## config.mk

```make
export PLATFORM = sky130hd
export DESIGN_NAME = wide_add_sequencer
export DESIGN_NICKNAME = d
export VERILOG_FILES = /design/src/rtl/wide_add_pkg.sv /design/src/rtl/kgp_adder_cin.sv /design/src/rtl/wide_add_sequencer.sv
export SDC_FILE = /design/constraint.sdc
export NUM_CORES = 1
export LEC_CHECK = 0
export CAP_MARGIN = 40
export CORE_MARGIN = 8
export CORE_UTILIZATION = 23
export DETAILED_ROUTE_END_ITERATION = 6
export PLACE_DENSITY = 0.44
export SLEW_MARGIN = 20
export SYNTH_ARGS = -nofsm -noshare
export SYNTH_HDL_FRONTEND = slang
export SYNTH_SLANG_ARGS = --single-unit
```

## constraint.sdc

```tcl
create_clock -name clk -period 4.24 [get_ports clk]
set_input_delay 0.636 -clock clk [delete_from_list [all_inputs] [get_ports clk]]
set_output_delay 0.636 -clock clk [all_outputs]
set_load 0.03 [all_outputs]
```

## src/rtl/wide_add_pkg.sv

```systemverilog
// Shared types and constants for the multi-limb add/subtract sequencer.
// Latency: n/a (declarations only).
// Backpressure: n/a.
package wide_add_pkg;

    localparam int DEF_WIDTH = 32;
    localparam int DEF_LIMBS = 4;

    // Per-bit carry status pair {propagate, not_kill}.
    localparam logic [1:0] KGP_KILL = 2'b00;
    localparam logic [1:0] KGP_GEN  = 2'b01;
    localparam logic [1:0] KGP_PROP = 2'b11;

    typedef enum logic [1:0] {
        IDLE = 2'd0,
        RUN  = 2'd1,
        DONE = 2'd2
    } state_t;

endpackage

```

## src/rtl/kgp_adder_cin.sv

```systemverilog
// WIDTH-bit recursive-doubling (kill/generate/propagate) adder with carry-in.
// Latency: purely combinational.
// Backpressure: none.
// Ports: a, b (addends), cin (carry-in), sum, cout (carry out of MSB),
//        cmsb (carry into the MSB, used for signed overflow).
module kgp_adder_cin
    import wide_add_pkg::*;
#(
    parameter int WIDTH = DEF_WIDTH
) (
    input  logic [WIDTH-1:0] a,
    input  logic [WIDTH-1:0] b,
    input  logic             cin,
    output logic [WIDTH-1:0] sum,
    output logic             cout,
    output logic             cmsb
);

    logic [WIDTH:0] c;

    always_comb begin
        logic [WIDTH-1:0][1:0] lvl;
        logic [WIDTH-1:0][1:0] nxt;
        lvl = '0;
        nxt = '0;
        c   = '0;
        for (int i = 0; i < WIDTH; i++) begin
            lvl[i] = {a[i] ^ b[i], a[i] | b[i]};
        end
        // Carry-in folded into bit 0: its status is then always kill or
        // generate, so every prefix resolves to a definite carry.
        lvl[0] = ((a[0] & b[0]) | (a[0] & cin) | (b[0] & cin)) ? KGP_GEN : KGP_KILL;
        // Doubling span each level: a propagating span takes the status of
        // the span below it.
        for (int d = 1; d < WIDTH; d = d * 2) begin
            nxt = lvl;
            for (int i = d; i < WIDTH; i++) begin
                nxt[i] = (lvl[i] == KGP_PROP) ? lvl[i-d] : lvl[i];
            end
            lvl = nxt;
        end
        c[0] = cin;
        for (int i = 0; i < WIDTH; i++) begin
            c[i+1] = (lvl[i] == KGP_GEN);
        end
    end

    assign sum  = a ^ b ^ c[WIDTH-1:0];
    assign cout = c[WIDTH];
    assign cmsb = c[WIDTH-1];

endmodule

```

## src/rtl/wide_add_sequencer.sv

```systemverilog
// Wide add/subtract: one limb per cycle through a single kgp adder, carry chained in a register.
// Latency: out_valid rises LIMBS edges after the accepting edge; accepts spaced >= LIMBS+2 cycles.
// Backpressure: in_ready only in IDLE; result held in DONE until out_ready.
// Ports: clk, rst_n; in_valid/in_ready/in_a/in_b/in_sub request side;
//        out_valid/out_ready/out_sum/out_cout/out_ovf result side; busy = RUN or DONE.
module wide_add_sequencer
    import wide_add_pkg::*;
#(
    parameter int WIDTH = DEF_WIDTH,
    parameter int LIMBS = DEF_LIMBS
) (
    input  logic                   clk,
    input  logic                   rst_n,
    input  logic                   in_valid,
    output logic                   in_ready,
    input  logic [WIDTH*LIMBS-1:0] in_a,
    input  logic [WIDTH*LIMBS-1:0] in_b,
    input  logic                   in_sub,
    output logic                   out_valid,
    input  logic                   out_ready,
    output logic [WIDTH*LIMBS-1:0] out_sum,
    output logic                   out_cout,
    output logic                   out_ovf,
    output logic                   busy
);

    localparam int N  = WIDTH * LIMBS;
    localparam int IW = $clog2(LIMBS);
    localparam logic [IW-1:0] LAST = IW'(LIMBS - 1);

    state_t         state;
    logic [N-1:0]   a_reg;
    logic [N-1:0]   b_reg;      // already conditionally inverted for subtract
    logic           carry;
    logic [IW-1:0]  idx;

    logic [WIDTH-1:0] a_limb;
    logic [WIDTH-1:0] b_limb;
    logic [WIDTH-1:0] limb_sum;
    logic             limb_cout;
    logic             limb_cmsb;

    assign a_limb = a_reg[idx*WIDTH +: WIDTH];
    assign b_limb = b_reg[idx*WIDTH +: WIDTH];

    kgp_adder_cin #(.WIDTH(WIDTH)) u_adder (
        .a    (a_limb),
        .b    (b_limb),
        .cin  (carry),
        .sum  (limb_sum),
        .cout (limb_cout),
        .cmsb (limb_cmsb)
    );

    assign in_ready = (state == IDLE);
    assign busy     = (state != IDLE);

    always_ff @(posedge clk or negedge rst_n) begin
        if (!rst_n) begin
            state     <= IDLE;
            a_reg     <= '0;
            b_reg     <= '0;
            carry     <= 1'b0;
            idx       <= '0;
            out_sum   <= '0;
            out_cout  <= 1'b0;
            out_ovf   <= 1'b0;
            out_valid <= 1'b0;
        end else begin
            case (state)
                IDLE: begin
                    if (in_valid) begin
                        a_reg   <= in_a;
                        b_reg   <= in_b ^ {N{in_sub}};
                        carry   <= in_sub;   // +1 completes the two's complement of B
                        idx     <= '0;
                        out_sum <= '0;
                        state   <= RUN;
                    end
                end
                RUN: begin
                    out_sum[idx*WIDTH +: WIDTH] <= limb_sum;
                    carry <= limb_cout;
                    if (idx == LAST) begin
                        out_cout  <= limb_cout;
                        // Carry into the MSB differing from carry out is the
                        // same condition as equal operand signs with a
                        // different result sign.
                        out_ovf   <= limb_cmsb ^ limb_cout;
                        out_valid <= 1'b1;
                        idx       <= '0;
                        state     <= DONE;
                    end else begin
                        idx <= idx + 1'b1;
                    end
                end
                DONE: begin
                    if (out_ready) begin
                        out_valid <= 1'b0;
                        state     <= IDLE;
                    end
                end
                default: state <= IDLE;
            endcase
        end
    end

endmodule
```

Figure 1. Clock routing (run 1).
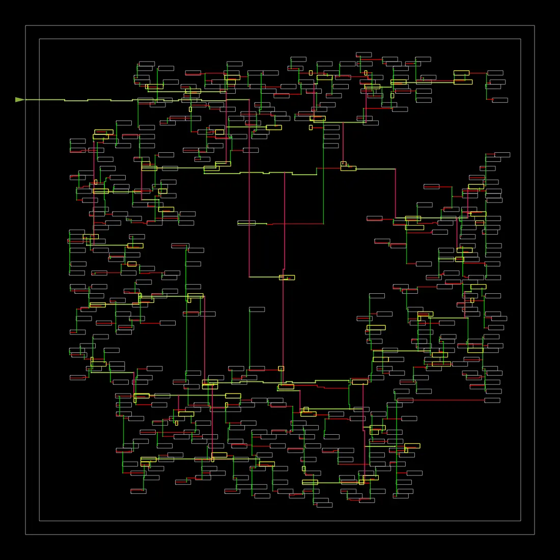
clk_skew: 0.0137 ns
flop count: 392
clk_lat worst skew: 0.57 ns

Figure 2. Wire density map (run 1).
Scale: 1 px per um. The die is cut into 30 by 30 equal tiles; dark purple is low, yellow is high, scaled to the fullest tile. Values are wire area over tile area, all layers added.
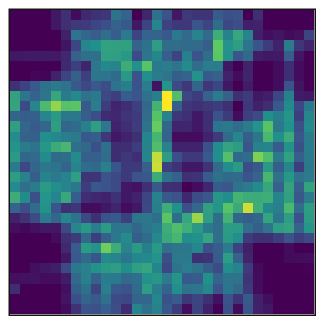
mean over tiles: 0.11
densest ninth of the die: middle right
tiles over half the peak: 15%
fullest tile: 0.40
nearly empty tiles: 13%
wire length per cell: 20.9 um
routed via count: 14.3k
total wire length: 67,100 um

==> results.txt, run 1 <==
run metrics: vias in the first global route=15.3k, htree depth=2, yosys simple share=7.45%, kind of end point of the critical path=register, first-pass GRT wire length=100,000 um, final hold vios=0, CTS root buf=clkbuf_16, Synthesis Warnings=0, Initial DRC Count=794, post-synth top area share=51.2%, Yosys Instances=1,708, HPWL Detailed=51,200 um, crit path cell chain=mux4_2, inv_1, fa_1, fa_1, a21oi_1, o32ai_2, o2111a_1, o2111ai_1, nand2_1, a41oi_2, o31ai_1, xnor2_2, a22o_1, vias per cell=roughly 4.5, final setup violation count=0, Top cell by count, worst path=fa_1, type of the most critical hold path=input port to async pin, slew margin rel.=44.3%, Final nets=approximately 2.4k, Cells after Synth=1,708, FFs w/ async S/R, synth=100%, io pins=approximately 390, status=completed, Worst setup SP type=register, clock sinks=a little under 400, Most common reg cell=dfrtp_1, WP buf/inv=1, Max Buffers Root-to-Sink=3, DIE HEIGHT=304 um
Figure 3. M3 wires (run 1).
Scale: 1 px per um.
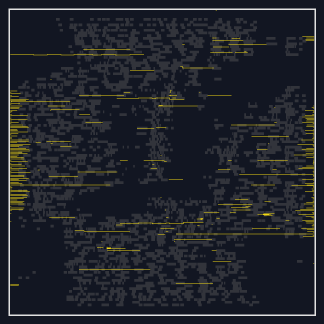
longest straight run: 138 um
share of all routed wire: 5.0%
nets with wire on the layer: 248

Figure 4. Cells coloured by class (run 1).
Scale: 1.5 px per um.
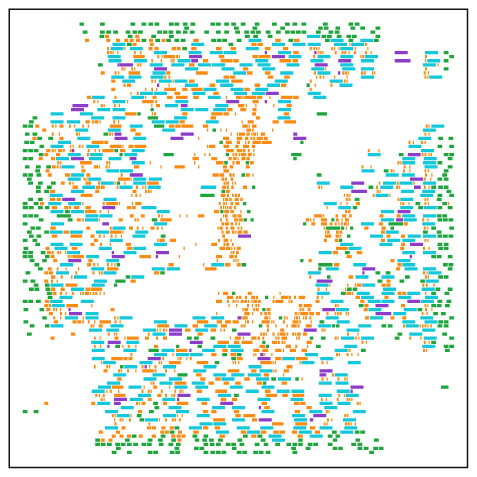
legend:
  green:
    class: remaining buffers and delay cells
    cells: 454
  purple:
    class: clock drivers and dummy loads
    cells: 83
  cyan:
    class: registers
    cells: 392
  orange:
    class: remaining logic cells
    cells: 1,198

==> run 1: final cells by class <==
| cell class | instances | area (um^2) |
|---|---|---|
| Clock inverter | 18 | 228 |
| Fill cell | 8489 | 56800 |
| Inverter | 72 | 270 |
| Clock buffer | 65 | 1330 |
| Antenna cell | 2 | 5.00 |
| Multi-Input combinational cell | 1126 | 8640 |
| Tap cell | 1080 | 1350 |
| Timing Repair Buffer | 454 | 4600 |
| Sequential cell | 392 | 9820 |
==> run 1: metrics by stage <==
| stage | cell area [um^2] | cells | setup WS [ns] | utilization, % |
|---|---|---|---|---|
| after floorplan | 19100 | 1708 | 0.0226 | - |
| after global placement | 24500 | 3117 | 0.126 | 29.5 |
| after detailed placement | 24600 | 3121 | 0.0989 | 29.6 |
| after CTS | 26200 | 3204 | 0.0626 | 31.5 |
| after global routing | 26200 | 3207 | 0.0217 | 31.6 |
| final | 26200 | 3209 | 0.227 | 31.6 |
==> run 1: kinds of logic (layout without fill, tap and decap cells) <==
| group | after synthesis | after routing |
|---|---|---|
| compound gates | 368 | 368 |
| xor+xnor | 157 | 157 |
| fa+ha+maj | 38 | 38 |
| buf+inv | 190 | 609 |
| flops | 392 | 392 |
| mux | 217 | 217 |
| other cells | 0 | 2 |
| simple gates | 346 | 346 |
==> run 1: what timing repair did <==
action,4_1_cts,5_1_grt
resized,0,8
hold endpoints to repair,0,0
endpoints found under the setup margin,0,19
setup buffers,0,3
==> run 1: Yosys cell counts, types with 15 or more instances <==
library cell  count
xnor2_1         141
o21ai_0         116
a21oi_1         172
nand2_1         133
nor2_1          164
mux4_2           64
dfrtp_1         392
mux2_2          145
inv_1            72
clkbuf_1         90
xor2_1           15
ha_1             36
a22o_1           29
==> run 1: path summary, 6_finish.rpt <==
kind	start	end	slack [ns]	cells after the start
worst max-delay path	idx[0]	out_sum[30]	0.23	13
worst min-delay path	rst_n	out_sum[83]	0.12	1
worst max register to register	idx[0]	out_sum[30]	0.23	13
worst min register to register	out_sum[80]	out_sum[80]	0.48	2
max in group asynchronous	rst_n	out_sum[121]	2.94	3
min in group clk	out_sum[80]	out_sum[80]	0.48	2
==> run 1: metal layers <==
| metal | share of wire [%] | GRT usage [%] | up-vias |
|---|---|---|---|
| li1 | - | - | 6692 |
| met1 | 47 | 19.7 | 7192 |
| met2 | 46 | 22.5 | 366 |
| met3 | 5.0 | 3.09 | 54 |
| met4 | 1.4 | 2.55 | 2 |
| met5 | 0.016 | 0 | - |
==> run 1 -> run 2 <==
- CORE_UTILIZATION: 23 -> 40
- PLACE_DENSITY: 0.44 -> 0.67
Figure 5. Wire density map (run 2).
Scale: 1.5 px per um. The die is cut into 23 by 23 equal tiles; dark purple is low, yellow is high, scaled to the fullest tile. Values are wire area over tile area, all layers added.
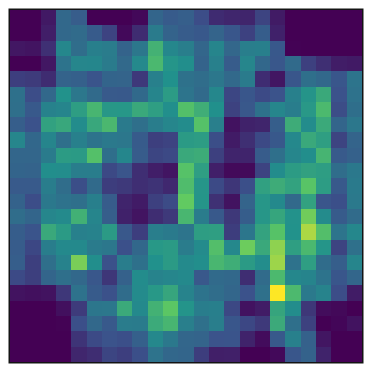
densest ninth of the die: middle right
tiles over half the peak: 18%
fullest tile: 0.51
nearly empty tiles: 9.1%
mean over tiles: 0.17
Total Routing Usage GR: 20.4%
total wire length: 57,800 um
routed via count: 14.2k
wire length per cell: 21.3 um

Figure 6. M3 wires (run 2).
Scale: 1.5 px per um.
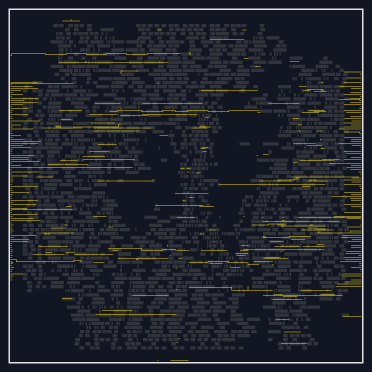
share of all routed wire: 6.8%
nets with wire on the layer: 307
main direction: horizontal
longest straight run: 81.2 um
wire length on this layer: 3,930 um
GR met3 Demand/Resource: 5.50%

==> results.txt, run 2 <==
run metrics: Initial DRC Count=roughly 950, reg-to-reg endpoint=out_sum[30], DIE HEIGHT=~230 um, Max Buffers Root-to-Sink=3, Synthesis Warnings=0, clock sinks=392, fillcell total=approximately 4.2k, Yosys Instances=~1.7k, post-synth top area share=around half, slew margin rel.=approximately 45%, status=completed, r2r startpoint=idx[0], Cells after Synth=1,708, Finished Cell Area=0.0253 mm^2, FFs w/ async S/R, synth=100%, clk_skew=0.0113 ns, first-pass GRT wire length=89,300 um, setup ws final=about 0.17 ns, CTS root buf=clkbuf_16, htree depth=2, pre-CTS setup slack=0.155 ns, vias per cell=5.23, Post-CTS Resized=0, top-count cell post-synth=dfrtp_1, io pins=394, Final nets=2,373
## run 2: cells by family after synthesis
| logic type | after synthesis | synth area share (%) |
|---|---|---|
| flip-flops | 392 | 51.2 |
| AND-OR/OR-AND | 368 | 11.0 |
| AND/OR/NAND/NOR | 346 | 7.45 |
| multiplexers | 217 | 16.6 |
| buffers and inverters | 190 | 3.92 |
| XOR/XNOR | 157 | 7.22 |
| adder cells (fa/ha/maj) | 38 | 2.56 |
## run 2: worst max-delay path by stage
stage          cells past startpoint      endpoint  startpoint
6_report                          13   out_sum[30]      idx[0]
5_1_grt                           13  out_sum[126]      idx[0]
4_1_cts                           13       out_ovf      idx[0]
3_5_place_dp                      13       out_ovf      idx[0]
3_3_place_gp                      13       out_ovf      idx[0]
2_1_floorplan                     15   out_sum[23]      idx[0]
## run 2: cell type report
| cell class | instances | area [um^2] | share of cell area, % |
|---|---|---|---|
| Clock buffer | 65 | 1300 | 5.15 |
| Tap cell | 615 | 769 | 3.04 |
| Timing Repair Buffer | 439 | 4470 | 17.7 |
| Clock inverter | 4 | 47.5 | 0.188 |
| Sequential cell | 392 | 9820 | 38.8 |
| Inverter | 72 | 270 | 1.07 |
| Antenna cell | 3 | 7.51 | 0.0297 |
| Multi-Input combinational cell | 1126 | 8610 | 34.0 |
## run 2: through the flow
step / instances / utilization (%) / hold slack, ns
final: 2716 / 53.3 / 0.00814
after detailed placement: 2642 / 50.3 / 0.469
after global routing: 2715 / 53.3 / 0.0248
after floorplan: 1708 / - / 0.340
after CTS: 2711 / 53.1 / 0.235
after global placement: 2641 / 50.2 / 0.463
## run 2: critical path: stages, from the launching register on
cell and delay [ns]:
dfrtp_4 0.56, mux4_2 0.36, inv_1 0.06, fa_1 0.43
fa_1 0.41, a21oi_1 0.27, o32ai_2 0.13, o2111a_1 0.29
o2111ai_1 0.22, nand2_1 0.18, a41oi_2 0.27, o31ai_1 0.13
xnor2_1 0.45, a22o_1 0.22
## run 2: layer usage
layer / track usage (%) / up-vias / share of wire [%]
li1: - / 6621 / -
met1: 27.0 / 6999 / 44
met2: 33.0 / 495 / 47
met3: 5.50 / 86 / 6.8
met4: 5.08 / 4 / 2.2
met5: 0 / - / 0.045
==> run 2 -> run 3 <==
- SYNTH_HIERARCHICAL: default -> 1
Figure 7. Cells coloured by class (run 3).
Scale: 2 px per um.
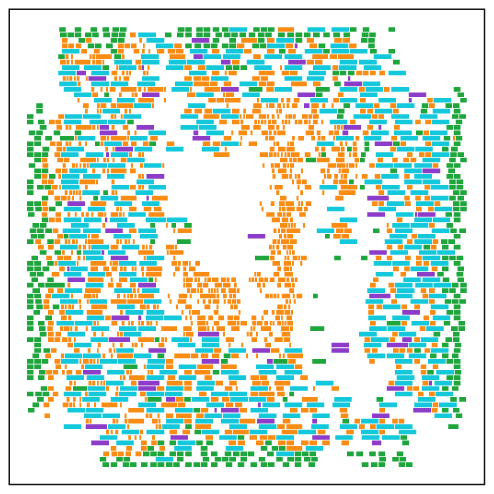
legend:
  orange:
    class: remaining logic cells
    cells: 1,130
  green:
    class: remaining buffers and delay cells
    cells: 431
  purple:
    class: clock drivers and dummy loads
    cells: 77
  cyan:
    class: registers
    cells: 392
core area: 0.0485 mm^2
Seq/total area: 38.3%
site row count: 81
Final Core Density: 52.8%
Finished Cell Area: 0.0257 mm^2

Figure 8. M3 wires (run 3).
Scale: 1.5 px per um.
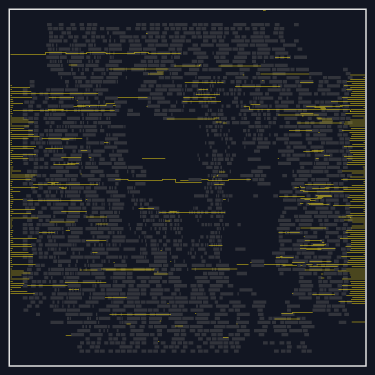
nets with wire on the layer: 313
share of all routed wire: 6.6%
wire length on this layer: 3,780 um
main direction: horizontal
longest straight run: 67.6 um

==> results.txt, run 3 <==
run metrics: crit path DRT=between 4 and 5 ns, clk_skew=between 0.02 and 0.025 ns, routed via count=14.2k, htree depth=2, Slowest-stage cell, CP=mux4_2, comb. cell area=0.00885 mm^2, top-count cell post-synth=dfrtp_1, failing checks=design-rule violations, Final nets=2,305, Total Routing Usage GR=20.3%, final hold vios=0, Max Used Layer=met4, grt ovf=0, slew margin rel.=40.5%, clock sinks=392, Most common reg cell=dfrtp_1, met2 wire len=26,500 um, Cells after Synth=roughly 1.6k, fillcell total=4,205, wire length per cell=21.7 um, Post-CTS Setup Inserts=0, Top cell by count, worst path=o21ai_1, Yosys Instances=1,641, post-synth top area share=50.3%, Max stage delay on crit path=around 0.58 ns, syn_area_per_cell=about 12 um^2, R2R Setup Slk=0.24 ns, FFs w/ async S/R, synth=100%, R2R depth=12, clk_lat worst skew=0.57 ns, DRC errors left=1, Synth top cells by count=dfrtp_1 (392), a21oi_1 (163), nor2_1 (154), total wire length=57,600 um, CTS root buf=clkbuf_16, io pins=394, Worst setup SP type=register, first-pass GRT wire length=89,700 um, HPWL Detailed=44,300 um, Reg area=0.00982 mm^2, reg-to-reg endpoint=out_sum[61], r2r startpoint=idx[0], crit path cell chain=buf_4, mux4_2, inv_1, ha_1, nand3b_1, mux2_2, o21ai_1, nor3_1, o21ai_1, a31oi_1, o311a_1, a22o_1, DR WL met3=about 3800 um, status=complete, but fails checks, type of the most critical hold path=input port to async pin, vias per cell=between 5 and 6, vias in the first global route=roughly 15k, Synthesis Warnings=6
## run 3: cell count changes after synthesis, sizes merged, moves of 9 or more
cell    previous run  this run
a22o              29       128
o21ai            120        25
nand2            133        43
buf               28        81
clkbuf            90        38
inv               72        82
nor2             164       154
a21oi            172       163
ha                36        45
## run 3: cell type report
| type | instances | area share, % |
|---|---|---|
| sequential | 392 | 38.3 |
| multi-input combinational | 1048 | 34.5 |
| inverter | 82 | 1.20 |
| antenna | 3 | 0.0293 |
| clock inverter | 20 | 1.14 |
| timing repair buffer | 431 | 17.2 |
| clock buffer | 57 | 4.67 |
| tap | 622 | 3.03 |
## run 3: timing repair
action                                 CTS  global route
setup endpoints to repair                0             1
endpoints found under the hold margin    0             0
gates resized                            0             2
## run 3: worst max-delay path: cells and delay by family, from the launching register on
kind	cells	cell delay [ns]
mux	2	0.94
fa+ha+maj	1	0.32
simple gates	2	0.25
compound gates	5	1.44
buf+inv	2	0.42
flops	1	0.47
## run 3: cells by family after synthesis
kind of cell,synth area share (%)
muxes,16.3
xor gates and xnor gates,7.05
adders and majority gates,3.09
DFF,50.3
AOI/OAI and AO/OA,13.0
buffers and inverters,4.56
and+or+nand+nor,5.70
## run 3: metal layers
metal  vias to the layer above  global-route usage (%)
met5                         -                       0
met4                         0                    5.73
met3                        72                    4.45
met2                       480                    31.6
met1                      7102                    28.3
li1                       6536                       -
## run 3: through the flow
step / hold WS, ns / instance area, um^2 / cells / setup WS [ns]
after floorplan: 0.340 / 19500 / 1641 / 0.335
final: 0.0300 / 25700 / 2655 / 0.245
after global placement: 0.468 / 24100 / 2573 / 0.299
after global routing: 0.0477 / 25600 / 2653 / 0.0114
after CTS: 0.0256 / 25600 / 2652 / 0.174
after detailed placement: 0.475 / 24100 / 2575 / 0.212
## run 3: worst max path at each step
stage,slack (ns),startpoint,end
final,0.24,idx[0],out_sum[61]
after global routing,0.01,idx[0],out_sum[55]
after CTS,0.17,idx[0],out_ovf
after detailed placement,0.21,idx[0],out_ovf
after global placement,0.30,idx[0],out_ovf
after floorplan,0.34,idx[0],out_cout
